--- config.mk ---
export PLATFORM = sky130hd
export DESIGN_NAME = unstripe_ctrl
export DESIGN_NICKNAME = d
export VERILOG_FILES = /design/src/rtl/unstripe_ctrl.sv
export SDC_FILE = /design/constraint.sdc
export NUM_CORES = 1
export LEC_CHECK = 0
export CORE_ASPECT_RATIO = 2
export CORE_MARGIN = 8
export CORE_UTILIZATION = 44
export CTS_BUF_LIST = sky130_fd_sc_hd__clkbuf_8
export CTS_CLUSTER_SIZE = 40
export DETAILED_ROUTE_END_ITERATION = 10
export PLACE_DENSITY = 0.91
export SETUP_SLACK_MARGIN = 0.5
export SYNTH_ARGS = -nofsm -noshare
export SYNTH_HDL_FRONTEND = slang
export SYNTH_SLANG_ARGS = --single-unit
export TNS_END_PERCENT = 20
--- constraint.sdc ---
create_clock -name clk_2f -period 3.9 [get_ports clk_2f]
set_input_delay 0.39 -clock clk_2f [delete_from_list [all_inputs] [get_ports clk_2f]]
set_output_delay 0.39 -clock clk_2f [all_outputs]
set_load 0.005 [all_outputs]
--- src/rtl/unstripe_ctrl.sv ---
// Two-lane un-striping sequencer: pops lane 0 / lane 1 alternately, aligns skew, flushes on error.
// Optional feature: define UNSTRIPE_ERRCNT_EN to add the saturating err_count output.
module unstripe_ctrl #(
    parameter int unsigned DATA_WIDTH = 32,
    parameter int unsigned SKEW_MAX   = 4
) (
    input  logic                  clk_2f,
    input  logic                  reset,
    input  logic [DATA_WIDTH-1:0] lane_0,
    input  logic [DATA_WIDTH-1:0] lane_1,
    input  logic                  empty_0,
    input  logic                  empty_1,
    input  logic                  ready_out,
    output logic                  pop_0,
    output logic                  pop_1,
    output logic [DATA_WIDTH-1:0] data_out,
    output logic                  valid_out,
    output logic                  active,
`ifdef UNSTRIPE_ERRCNT_EN
    output logic [7:0]            err_count,
`endif
    output logic                  skew_err
);

    localparam int unsigned CntW = $clog2(SKEW_MAX + 1);

    typedef enum logic [2:0] {
        StIdle,
        StAlign,
        StRun0,
        StRun1,
        StErr
    } state_e;

    state_e                state_q, state_d;
    logic [CntW-1:0]       cnt_q, cnt_d, cnt_inc;
    logic [DATA_WIDTH-1:0] data_q, data_d;
    logic                  valid_q, valid_d;
    logic                  skew_err_q, skew_err_d;
`ifdef UNSTRIPE_ERRCNT_EN
    logic [7:0]            err_count_q, err_count_d;
`endif

    // Saturating increment so the stall counter never wraps.
    assign cnt_inc = (cnt_q == CntW'(SKEW_MAX)) ? cnt_q : cnt_q + CntW'(1);

    always_comb begin
        state_d    = state_q;
        cnt_d      = cnt_q;
        data_d     = data_q;
        valid_d    = 1'b0;
        skew_err_d = skew_err_q;
        pop_0      = 1'b0;
        pop_1      = 1'b0;
`ifdef UNSTRIPE_ERRCNT_EN
        err_count_d = err_count_q;
`endif
        case (state_q)
            StIdle: begin
                cnt_d = '0;
                if (!empty_0 && !empty_1) begin
                    state_d = StRun0;
                end else if (!empty_0 || !empty_1) begin
                    state_d = StAlign;
                end
            end
            StAlign: begin
                if (!empty_0 && !empty_1) begin
                    state_d = StRun0;
                    cnt_d   = '0;
                end else if (!empty_0 || !empty_1) begin
                    cnt_d = cnt_inc;
                    if (cnt_inc == CntW'(SKEW_MAX)) state_d = StErr;
                end else begin
                    state_d = StIdle;
                    cnt_d   = '0;
                end
            end
            StRun0: begin
                if (ready_out) begin
                    if (!empty_0) begin
                        pop_0   = 1'b1;
                        data_d  = lane_0;
                        valid_d = 1'b1;
                        state_d = StRun1;
                        cnt_d   = '0;
                    end else if (empty_1) begin
                        state_d = StIdle;
                        cnt_d   = '0;
                    end else begin
                        cnt_d = cnt_inc;
                        if (cnt_inc == CntW'(SKEW_MAX)) state_d = StErr;
                    end
                end
            end
            StRun1: begin
                if (ready_out) begin
                    if (!empty_1) begin
                        pop_1   = 1'b1;
                        data_d  = lane_1;
                        valid_d = 1'b1;
                        state_d = StRun0;
                        cnt_d   = '0;
                    end else begin
                        cnt_d = cnt_inc;
                        if (cnt_inc == CntW'(SKEW_MAX)) state_d = StErr;
                    end
                end
            end
            StErr: begin
                // Flush whatever is left in both lanes; the words are discarded.
                pop_0 = !empty_0;
                pop_1 = !empty_1;
                cnt_d = '0;
                if (empty_0 && empty_1) state_d = StIdle;
            end
            default: begin
                state_d = StIdle;
                cnt_d   = '0;
            end
        endcase

        if (state_d == StErr && state_q != StErr) begin
            skew_err_d = 1'b1;
`ifdef UNSTRIPE_ERRCNT_EN
            if (err_count_q != 8'hFF) err_count_d = err_count_q + 8'd1;
`endif
        end

        if (reset) begin
            pop_0 = 1'b0;
            pop_1 = 1'b0;
        end
    end

    always_ff @(posedge clk_2f) begin
        if (reset) begin
            state_q    <= StIdle;
            cnt_q      <= '0;
            data_q     <= '0;
            valid_q    <= 1'b0;
            skew_err_q <= 1'b0;
`ifdef UNSTRIPE_ERRCNT_EN
            err_count_q <= 8'd0;
`endif
        end else begin
            state_q    <= state_d;
            cnt_q      <= cnt_d;
            data_q     <= data_d;
            valid_q    <= valid_d;
            skew_err_q <= skew_err_d;
`ifdef UNSTRIPE_ERRCNT_EN
            err_count_q <= err_count_d;
`endif
        end
    end

    assign data_out  = data_q;
    assign valid_out = valid_q;
    assign skew_err  = skew_err_q;
    assign active    = (state_q == StRun0) || (state_q == StRun1);
`ifdef UNSTRIPE_ERRCNT_EN
    assign err_count = err_count_q;
`endif

endmodule

Figure 1. Sequential cells grouped by signal name (run 1).
Scale: 4 px per um. Other sequential cells in the stronger gray, the rest of the logic in the fainter gray.
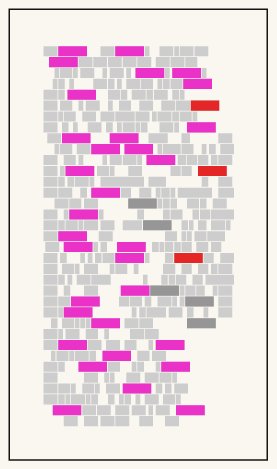
- red: state_q (sequential cells 3)
- magenta: data_out (sequential cells 32)
Seq. cell area: 801 sq um
Seq. pwr: 457 uW
Seq area share: 25.2%

Figure 2. Clock wiring as the flow saved it (run 1).
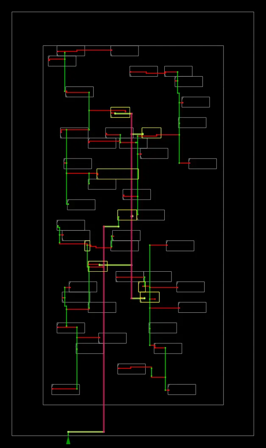
CTS Sinks: 40
total CTS buffers: 5
# clk buffers: 5
Clock Skews: 0.00350 ns

Figure 3. Local utilization (run 1).
Scale: 3 px per um. The die is cut into 6 by 11 equal tiles; dark purple is low, yellow is high, 0 to 100% covered.
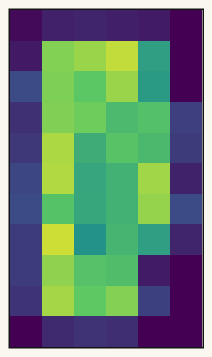
- emptiest ninth of the die: south-east
- nearly empty tiles: 12%
- mean over tiles: 43%
- fullest tile: 92%
Starting Density: 44.8%
utilization after layout: 69.7%
total core area: 4550 sq um

==> qor.yml, run 1 <==
grt_util_met3_pct: 5.18
layout.cells.most_common_list: "105 x clkdlybuf4s50_1, 40 x dfxtp_1, 39 x nand2_1"
timing.hold.ws_ns: 0.449
tritoncts: "done"
biggestCellCategory: "buffers"
fin_tns_setup_ns: 0
tightest_slew_ns: 0.926
edf_count: 0
leakage_uw: 0.00112
route.detailed.drc: 0
fillCellCount: 370
sw_frac_of_total_pct: 26.5
clk_share_pct: 3.39
worstSetupEndpoint: "pop_1"
grt_max_degree: 66
antenna_cells: 0
sh_comb_area_pct: 34.2
synth-main-ff-cell: "dfxtp_1"
port_buffers: 105
slew_viol_final: 0
status: "complete, no violations"
ioPinCount: 106
n_tap_cell: 55
inverters: 6
viasPerCell: 5.57
peakVddDrop_uv: 245
chip_area_sq_um: 7210
avgSynthCellArea_sq_um: 8.00
comb_power_uw: 241
post_cts_resized: 0
buffers: 110
dp_cells: 394
rsz0062_at_grt: "no"
worstHoldStart: "skew_err"
yosysCellCount: 255
yosys_warnings: 0
final_antenna_net_count: 0
arrival_ns: 2.29
rrSetupSlack_ns: 1.50
die_h_um: 112
die_x_um: 64.2
dr.max_layer_used: "met4"
synth_area_sq_um: 2040
synth.cellmix.adderShare_pct: 1.23
comb_power_share_pct: 23.4
hold_viol: 0
syn_to_final_growth_pct: 55.5
met2_length_um: 3640
fin_ws_ns: 1.22
synthMuxAreaShare_pct: 0
synth_async_sr_flop_share_pct: 0
clkSlewWorstSetupHoldPaths_ns: 0.08
placed_cell_area_sq_um: 3070
met2_usage_pct: 34.6
post_cts_buffers: 0
multi_input_comb_cells: 183
vias: 2238
max_freq_mhz: 373
cpPeakStageDelay_ns: 0.93
ys_types: 36
fin_area_sq_um: 3170
gr-usage-met1_pct: 18.2
reg2reg_to: "data_out[18]"
fin_crit_sh_pct: 68.8
[run 1: cell usage after synthesis, types with 2 or more instances]
cell type,number
a311oi_1,33
xnor2_1,2
a21oi_1,8
nand3_1,32
nor3_1,3
buf_6,3
nor2_1,33
clkbuf_1,12
buf_2,8
o21ai_1,2
o21ai_0,2
nand2b_1,5
inv_1,5
ha_1,2
a211oi_1,3
nand3b_1,2
nor3b_1,3
nand2_1,39
dfxtp_1,40
buf_4,2
[run 1: critical path: cells and delay by family (launching register included)]
family	cells	cell delay [ns]
DFF	1	0.93
buffers and inverters	1	0.54
and+or+nand+nor	2	0.30
AOI/OAI and AO/OA	1	0.23
[run 1: sequential cells by signal, summed over array words and instances (netlist names)]
signal	flops
skew_err	1
data_out	32
state_q	3
cnt_q	3
valid_out	1
==> run 2, diff against run 1 <==
CORE_UTILIZATION = 41   (was 44)
PLACE_DENSITY = 0.86   (was 0.91)
clock period = 2.55 ns   (was 3.9 ns; I/O delays follow)
Figure 4. I/O nets highlighted (run 2).
Scale: 4 px per um.
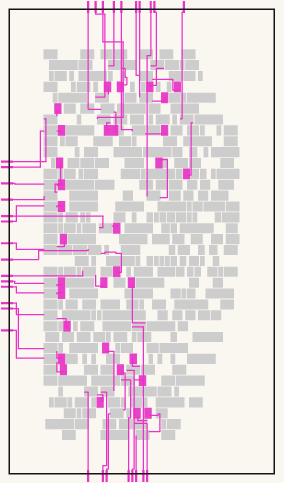
- magenta: lane_1 (bits 32; direction input; end cells 32; buffers 32; wire 836 um)
I/O Pins: 106
I/O Buffers: 105

==> run 2 against run 1 <==
Compared with the run above: flip-flop count unchanged; worst hold slack better by 0.0065 ns; first-iteration DRC count fell by 14%; sequential power grew about 50%; setup slack got worse by 0.71 ns; clock-buffer cell count up 2; clock skew rose by 0.0045 ns; power increased by 59%; non-clock buffer count is 4 higher; die area is 5.9% higher; clock power rose by 68%; wire length grew 2.0%; largest cell class unchanged; highest routed layer unchanged.
==> qor.yml, run 2 <==
status: "complete, no violations"
path_buffers: 3
holdPathEnd: "skew_err"
coreArea_sq_um: 4820
chip_area_sq_um: 7630
layout.cells.non_filler: 408
htree_levels: 2
worstHoldStart: "skew_err"
comb_power_uw: 396
logic_area_sq_um: 1090
yosys_warnings: 0
fin_crit_sh_pct: 80.2
viasPerCell: 5.40
synth.cellmix.adderShare_pct: 1.23
fin_ws_ns: 0.505
intPower_uw: 1230
hold_viol: 0
grt_pass1_wl_um: 10700
finClkSkew_ns: 0.00800
inverters: 6
sw_frac_of_total_pct: 25.2
worstSetupEndpoint: "active"
clkSlewWorstSetupHoldPaths_ns: 0.08
fin_area_sq_um: 3250
leakage_uw: 0.00117
antenna_cells: 0
gp_congestion: 0.872
multi_input_comb_cells: 183
arrival_ns: 1.79
seq_area_sq_um: 806
ys_types: 36
seq_area_share_pct: 24.8
layout.cells.most_common_list: "103 x clkdlybuf4s50_1, 39 x nand2_1, 38 x dfxtp_1"
finish.utilization_pct: 67.5
fin_tns_setup_ns: 0
dpl.hpwl_um: 5180
syn_inst: 255
maxCapViolations: 0
synth-main-ff-cell: "dfxtp_1"
slew_viol_final: 0
max_freq_mhz: 489
rrSetupSlack_ns: 0.57
tightest_slew_ns: 0.427
postSynthSeqShare_pct: 39.2
dp_cells: 399
biggestCellCategory: "buffers"
rsz0062_at_grt: "yes"
placed_cell_area_sq_um: 3100
yosysCellCount: 255
synth.cells.most_frequent: "40 x dfxtp_1, 39 x nand2_1, 33 x a311oi_1, 33 x nor2_1, 32 x nand3_1"
synth_async_sr_flop_share_pct: 0
power_frac_seq_pct: 41.8
route.detailed.drc: 0
avgSynthCellArea_sq_um: 8.00
powerSeq_uw: 687
wire_per_inst_um: 16.5
final_net_count: 421
vias: 2202
synthMuxAreaShare_pct: 0
final_antenna_net_count: 0
fp_util_pct: 42.3
die_h_um: 116
nClkBuffers: 7
peakVddDrop_uv: 408
cts_buffers: 5
die_x_um: 65.9
timing.hold.ws_ns: 0.455
place_ws_ns: 0.288
largest_reg_flops: 32
edf_count: 0
clk_share_pct: 3.88
cpPeakStageDelay_ns: 0.55
synth_top_cell_by_count: "dfxtp_1"
grt_max_degree: 66
buffers: 114
power_uw: 1640
reg2reg_to: "state_q[2]"
yosysTopAreaCell: "dfxtp_1"
cts_num_sinks: 40
synth.logic.top_family: "simple AND/OR/NAND/NOR gates"
n_tap_cell: 57
sh_comb_area_pct: 33.6
tritoncts: "done"
comb_power_share_pct: 24.1
syn_to_final_growth_pct: 59.5
crit_cells: 4
cp_top_family: "buffers and inverters"
switchingPower_uw: 414
overflow: 0
yosys.area_share.aoi_pct: 21.4
synth_area_sq_um: 2040
fillCellCount: 415
run 2: cell counts after synthesis:
No cell type changed its count.
run 2: repair_timing:
item / 4_1_cts / 5_1_grt
gates resized: 7 / 2
buffers inserted: 1 / 0
setup endpoints to repair: 3 / 3
run 2: layer usage:
layer  track usage, %  part of all wire (%)  vias to the layer above
met2             34.0                    58                       71
met4             7.18                   1.1                        0
li1                 -                     -                     1108
met1             16.5                    36                     1019
met5                0                     0                        -
met3             4.55                   5.8                        4
run 2: cell families (layout without fill, tap and decap cells):
group,Yosys count,in the layout
xor gates and xnor gates,2,2
AOI/OAI and AO/OA,55,55
DFF,40,40
adders and majority gates,2,2
and+or+nand+nor,124,124
buffers and inverters,32,128
==> run 3, diff against run 2 <==
CORE_UTILIZATION = 37   (was 41)
PLACE_DENSITY = 0.82   (was 0.86)
clock period = 1.85 ns   (was 2.55 ns; I/O delays follow)
Figure 5. Gate-type map (run 3).
Scale: 4 px per um.
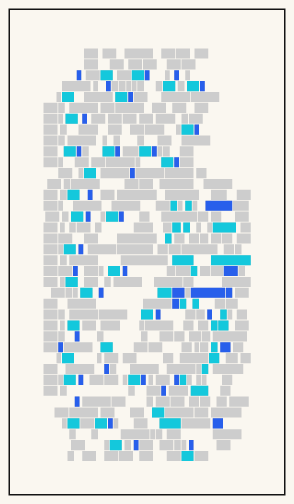
- blue: nor cells (cells 41; most used nor2_1)
- cyan: aoi and oai cells (cells 52; most used a311oi_1)
Comb area share: 32.8%
dominant logic cell type in the layout: clkdlybuf4s50_1
final non-filler cell total: 433

==> run 3 against run 2 <==
Compared with the run above: flip-flop count unchanged; largest power group unchanged; die area up 8.7%; sequential power up 38%; synthesized cell count unchanged; non-clock buffer count up 22; power up 35%; worst hold slack worse by 0.0035 ns; utilization down 1.2 points; clock power up 9.3%; via count up 7.8%.
==> qor.yml, run 3 <==
ys_types: 36
m1WireLength_um: 2830
holdPathEnd: "data_out[29]"
arrival_ns: 1.84
rsz0062_at_grt: "yes"
fin_ws_ns: 0.182
warnings: 30
post_cts_resized: 23
drive_gt1_share_pct: 17.2
cp_top_family: "simple AND/OR/NAND/NOR gates"
antenna_cells: 0
clockBufferDepth: 2
avgSynthCellArea_sq_um: 8.00
comb_power_share_pct: 29.8
worstSetupEndpoint: "state_q[1]"
gr-usage-met1_pct: 20.8
peakVddDrop_uv: 608
hold_viol: 0
simple_gate_share_pct: 29.4
dpl.hpwl_um: 4980
yosysCellCount: 255
wire_per_inst_um: 18.0
worstHoldStart: "lane_0[29]"
cts_buffers: 5
reg2reg_to: "state_q[1]"
xor_share_pct: 0.858
largest_reg_flops: 32
fin_tns_setup_ns: 0
edf_count: 0
dp_cells: 409
critical_path_required_ns: 2.02
finClkSkew_ns: 0.00623
die_x_um: 68.5
slew_headroom_pct: 68.6
cts_num_sinks: 40
post_cts_buffers: 7
finish.utilization_pct: 66.3
powerSeq_uw: 946
logic_area_sq_um: 1170
vias: 2373
leakage_uw: 0.00130
tritoncts: "done"
chip_area_sq_um: 8290
synth_area_sq_um: 2040
htree_levels: 2
seq_area_sq_um: 815
met3WireLength_um: 484
sw_frac_of_total_pct: 28.4
path_buffers: 2
final_net_count: 443
synth-main-ff-cell: "dfxtp_1"
gp_congestion: 0.841
placed_cell_area_sq_um: 3190
met2_usage_pct: 32.2
synth_async_sr_flop_share_pct: 0
synth_top_cell_by_count: "dfxtp_1"
port_buffers: 105
grt_util_met3_pct: 4.63
syn_inst: 255
ioPinCount: 106
fin_crit_sh_pct: 90.1
fin_area_sq_um: 3560
yosys_warnings: 0
layout.cells.most_common_list: "102 x clkdlybuf4s50_1, 39 x nand2_1, 35 x dfxtp_1"
switchingPower_uw: 630
intPower_uw: 1590
tightest_slew_ns: 0.472
viasPerCell: 5.48
cpPeakStageDelay_ns: 0.39
final_antenna_net_count: 0
maxCapViolations: 0
yosys.area_share.aoi_pct: 21.4
syn_to_final_growth_pct: 74.5
grt_max_degree: 41
synth.cells.most_frequent: "40 x dfxtp_1, 39 x nand2_1, 33 x a311oi_1, 33 x nor2_1, 32 x nand3_1"
power_frac_seq_pct: 42.6
met2_length_um: 4220
overflow: 0
slew_viol_final: 0
top_usage_layer: "met2"
power_uw: 2220
crit_cells: 7
fillCellCount: 456
clkSlewWorstSetupHoldPaths_ns: 0.08
synth.logic.top_family: "simple AND/OR/NAND/NOR gates"
yosysTopAreaCell: "dfxtp_1"
postSynthSeqShare_pct: 39.2
max_freq_mhz: 600
place_ws_ns: -0.107
setup_viol: 0
fp_util_pct: 38.0
die_h_um: 121
rrSetupSlack_ns: 0.18
synth.cellmix.adderShare_pct: 1.23
route.detailed.drc: 0
power_leader: "sequential cells"
grt_pass1_wl_um: 12200
comb_power_uw: 661
timing.hold.ws_ns: 0.452
synthMuxAreaShare_pct: 0
status: "complete, no violations"
coreArea_sq_um: 5370
dr.max_layer_used: "met4"
run 3: final cells by class:
type	count	area share (%)
multi-input combinational	183	32.8
sequential	40	22.9
tap	60	2.11
clock inverter	2	0.281
timing repair buffer	136	38.9
clock buffer	6	2.32
inverter	6	0.773
run 3: logic make-up after synthesis:
logic type               after synthesis
flip-flops                            40
AND/OR/NAND/NOR                      124
XOR/XNOR                               2
adder cells (fa/ha/maj)                2
AND-OR/OR-AND                         55
buffers and inverters                 32
run 3: worst register-to-register path: cells and delay by family, from the launching register on:
kind                     cells  cell delay (ns)
AND/OR/NAND/NOR              2             0.45
flip-flops                   1             0.39
AND-OR/OR-AND                2             0.35
buffers and inverters        2             0.20
adder cells (fa/ha/maj)      1             0.14
Power and IR drop assume default switching activity.
